==> images/metal_stack.png <==
The bar under the picture is 20 microns long.
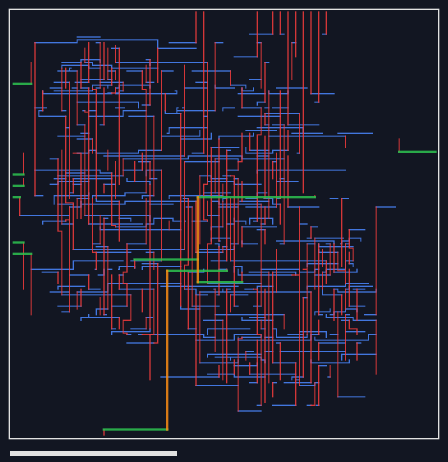
==> images/registers.png <==
The bar under the picture is 20 microns long. Other sequential cells in the stronger grey, the rest of the logic in the fainter grey.
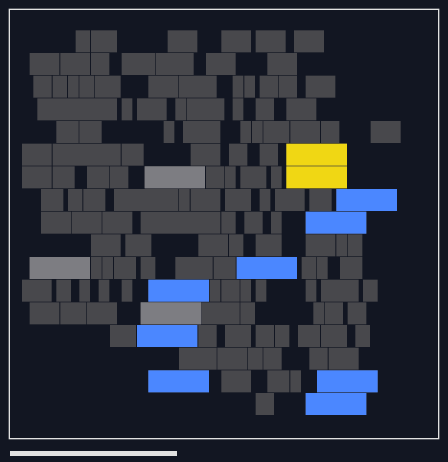
==> images/final_clocks.png <==
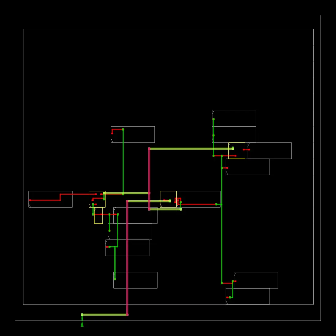
<file path="src/rtl/tlc_multi_dir.sv">
// Multi-direction traffic-light controller: one green at a time, sensor-driven skipping, parade hold.
// Optional pedestrian walk phase is compiled in with `define TLC_PED_EN.
module tlc_multi_dir #(
  parameter int NUM_DIR    = 4,
  parameter int TMR_W      = 8,
  parameter int GREEN_MIN  = 4,
  parameter int GREEN_MAX  = 16,
  parameter int YELLOW_CYC = 2,
  parameter int ALLRED_CYC = 1,
  parameter int PARADE_DIR = 1,
  parameter int WALK_CYC   = 6
) (
  input  logic                       c_clk,
  input  logic                       c_rst,
  input  logic [NUM_DIR-1:0]         c_t,
  input  logic                       c_p,
  input  logic                       c_r,
  output logic [2*NUM_DIR-1:0]       c_l,
  output logic                       c_m,
  output logic [$clog2(NUM_DIR)-1:0] c_cur_dir
`ifdef TLC_PED_EN
  ,
  input  logic                       c_ped_req,
  output logic                       c_walk
`endif
);

  localparam int DIR_W = $clog2(NUM_DIR);
  localparam logic [TMR_W-1:0] GMIN_LAST = TMR_W'(GREEN_MIN - 1);
  localparam logic [TMR_W-1:0] GMAX_LAST = TMR_W'(GREEN_MAX - 1);
  localparam logic [TMR_W-1:0] Y_LAST    = TMR_W'(YELLOW_CYC - 1);
  localparam logic [TMR_W-1:0] AR_LAST   = TMR_W'(ALLRED_CYC - 1);
  localparam logic [DIR_W-1:0] PAR_DIR   = DIR_W'(PARADE_DIR);
`ifdef TLC_PED_EN
  localparam logic [TMR_W-1:0] W_LAST    = TMR_W'(WALK_CYC - 1);
`endif

  if (NUM_DIR < 2 || GREEN_MIN < 1 || GREEN_MAX < GREEN_MIN || YELLOW_CYC < 1 ||
      ALLRED_CYC < 1 || PARADE_DIR >= NUM_DIR || WALK_CYC < 1) begin : g_param_chk
    $error("tlc_multi_dir: illegal parameter combination");
  end

  typedef enum logic [1:0] {S_GREEN, S_YELLOW, S_ALLRED, S_WALK} state_t;

  state_t            state_q;
  logic [DIR_W-1:0]  cur_q;
  logic [TMR_W-1:0]  tmr_q;
  logic              mode_q;
  logic [TMR_W-1:0]  tmr_inc;
  logic              hold;
  logic              green_done;
  logic [DIR_W-1:0]  next_dir;
`ifdef TLC_PED_EN
  logic              ped_q;
`endif

  // Round-robin search starting after cur; cur itself is the last candidate.
  function automatic logic [DIR_W-1:0] pick_dir(input logic [DIR_W-1:0] cur,
                                                input logic [NUM_DIR-1:0] t,
                                                input logic m);
    logic [DIR_W-1:0] idx;
    logic             found;
    pick_dir = DIR_W'((int'(cur) + 1) % NUM_DIR);
    found    = 1'b0;
    if (m) begin
      pick_dir = PAR_DIR;
    end else begin
      for (int k = 1; k <= NUM_DIR; k++) begin
        idx = DIR_W'((int'(cur) + k) % NUM_DIR);
        if (!found && t[idx]) begin
          pick_dir = idx;
          found    = 1'b1;
        end
      end
    end
  endfunction

  assign tmr_inc    = (tmr_q == '1) ? tmr_q : tmr_q + 1'b1;
  assign hold       = mode_q && (cur_q == PAR_DIR);
  // Max-green compare is >= so a green released from a saturated parade hold still exits.
  assign green_done = !hold && (tmr_q >= GMIN_LAST) &&
                      (!c_t[cur_q] || (tmr_q >= GMAX_LAST) || mode_q);
  assign next_dir   = pick_dir(cur_q, c_t, mode_q);

  always_ff @(posedge c_clk) begin
    if (c_rst) begin
      state_q <= S_GREEN;
      cur_q   <= '0;
      tmr_q   <= '0;
      mode_q  <= 1'b0;
`ifdef TLC_PED_EN
      ped_q   <= 1'b0;
`endif
    end else begin
      mode_q <= c_r ? 1'b0 : (c_p ? 1'b1 : mode_q);
      tmr_q  <= tmr_inc;
`ifdef TLC_PED_EN
      if (c_ped_req) ped_q <= 1'b1;
`endif
      unique case (state_q)
        S_GREEN: begin
          if (green_done) begin
            state_q <= S_YELLOW;
            tmr_q   <= '0;
          end
        end
        S_YELLOW: begin
          if (tmr_q == Y_LAST) begin
            state_q <= S_ALLRED;
            tmr_q   <= '0;
          end
        end
        S_ALLRED: begin
          if (tmr_q == AR_LAST) begin
            tmr_q <= '0;
`ifdef TLC_PED_EN
            if (ped_q) begin
              state_q <= S_WALK;
              ped_q   <= 1'b0;
            end else
`endif
            begin
              state_q <= S_GREEN;
              cur_q   <= next_dir;
            end
          end
        end
`ifdef TLC_PED_EN
        S_WALK: begin
          if (tmr_q == W_LAST) begin
            state_q <= S_GREEN;
            cur_q   <= next_dir;
            tmr_q   <= '0;
          end
        end
`endif
        default: begin
          state_q <= S_GREEN;
          tmr_q   <= '0;
        end
      endcase
    end
  end

  always_comb begin
    c_l = '1;
    for (int i = 0; i < NUM_DIR; i++) begin
      if (cur_q == DIR_W'(i)) begin
        if (state_q == S_GREEN)       c_l[2*i +: 2] = 2'b00;
        else if (state_q == S_YELLOW) c_l[2*i +: 2] = 2'b01;
      end
    end
  end

  assign c_m       = mode_q;
  assign c_cur_dir = cur_q;
`ifdef TLC_PED_EN
  assign c_walk    = (state_q == S_WALK);
`endif

endmodule
</file>
<file path="config.mk">
export PLATFORM = sky130hd
export DESIGN_NAME = tlc_multi_dir
export DESIGN_NICKNAME = d
export VERILOG_FILES = /design/src/rtl/tlc_multi_dir.sv
export SDC_FILE = /design/constraint.sdc
export NUM_CORES = 1
export LEC_CHECK = 0
export CAP_MARGIN = 10
export CORE_MARGIN = 1
export CORE_UTILIZATION = 45
export DETAILED_ROUTE_END_ITERATION = 7
export PLACE_DENSITY = 0.79
export SYNTH_ARGS = -nofsm -noshare
export SYNTH_HDL_FRONTEND = slang
export SYNTH_SLANG_ARGS = --single-unit
</file>
<file path="constraint.sdc">
create_clock -name c_clk -period 4.6 [get_ports c_clk]
set_input_delay 0.92 -clock c_clk [delete_from_list [all_inputs] [get_ports c_clk]]
set_output_delay 0.92 -clock c_clk [all_outputs]
set_load 0.02 [all_outputs]
</file>
==> impl_metrics.py <==
# Metrics from the implementation run
metrics = {
    "outcome": {
        "status": "complete, no violations",
    },
    "setup_path": {
        "slowest_stage": "dfxtp_1",
        "critPathArrivalTime_ns": 2.23,
        "regToRegEndpoint": "c_cur_dir[0]$_SDFFE_PP0P_",
        "crit_start": "c_cur_dir[0]$_SDFFE_PP0P_",
        "setup.worst_path.end": "c_l[0]",
        "cp-end-kind": "primary output",
        "path_class": "reg2out",
    },
    "clocking": {
        "cts-buffers-inserted": 3,
        "insertion_delay_ns": 0.28,
        "htree_levels": 1,
    },
    "finish": {
        "layout_top_cell": "clkdlybuf4s50_1",
        "area_growth_pct": 18.8,
        "seqCellArea_sq_um": 260,
        "fin_util_pct": 57.8,
        "inv_count": 10,
        "sh_comb_area_pct": 58.6,
        "mi_logic_area_sq_um": 763,
    },
    "global_routing": {
        "grt_pass1_vias": 942,
        "antenna_found_initial": 0,
        "met2_usage_pct": 38.6,
        "grt.total_usage_pct": 20.5,
        "grt_overflow_total": 0,
    },
    "min_path": {
        "whs_path_depth": 1,
        "hp-start": "state_q[1]$_SDFFE_PP0P_",
    },
    "final_timing": {
        "skew_ns": 0.00152,
        "rsz0062_at_grt": "no",
        "finalClockPeriodUsage_pct": 68.6,
        "hold_violations": 0,
    },
    "floorplan": {
        "placementRows": 17,
        "initCoreUtil_pct": 48.6,
        "ios": 19,
    },
    "power_and_ir_drop": {
        "power.leakage_nw": 0.481,
    },
    "routing": {
        "dr.pass1.iters": 4,
        "met2_length_mm": 1.19,
        "wl_met3_microns": 54,
        "viasPerCell": 5.72,
        "wirelength_mm": 2.29,
    },
    "synth": {
        "flop_cell": "dfxtp_1",
        "syn-cell-area_sq_um": 1100,
        "yosys.stat.seqShare_pct": 23.7,
        "synth.distinct_cells": 43,
        "yosysTopAreaCellShare_pct": 23.7,
        "syn_inst": 124,
        "yosys.area.top_type": "dfxtp_1",
    },
}
-- metal_stack.png (at the start) --
- met3: green (wire length 54.3 microns)
- met2: red (wire length 1190 microns)
- met1: blue (wire length 1010 microns)
- met4: orange (wire length 29.2 microns)

-- registers.png (at the start) --
- `state_q`: yellow (placed flops 2)
- `tmr_q`: blue (placed flops 8)

-- final_clocks.png (at the start) --
Sink Count: 13
registers: 13
Layout clock buffers: 4

[metrics by stage]
stage          instances  instance area, sq um  setup WS, ns  power, mW  hold WS (ns)
4_1_cts              170                  1300          1.45      0.341         0.496
6_report             170                  1300          1.45      0.341         0.505
5_1_grt              170                  1300          1.28      0.367         0.536
3_5_place_dp         166                  1280          1.66      0.272         0.475
2_1_floorplan        124                  1100          2.33      0.234         0.437
3_3_place_gp         166                  1280          1.73      0.264         0.467
[state kept, by name (all words and copies together), names as in the netlist]
signal,flops
state_q,2
tmr_q,8
c_cur_dir,2
c_m,1
[where the power goes]
part	internal [mW]	switching, mW
clock network	0.0337	0.0377
registers	0.126	0.0230
logic	0.0600	0.0613
Power and IR drop assume default switching activity.
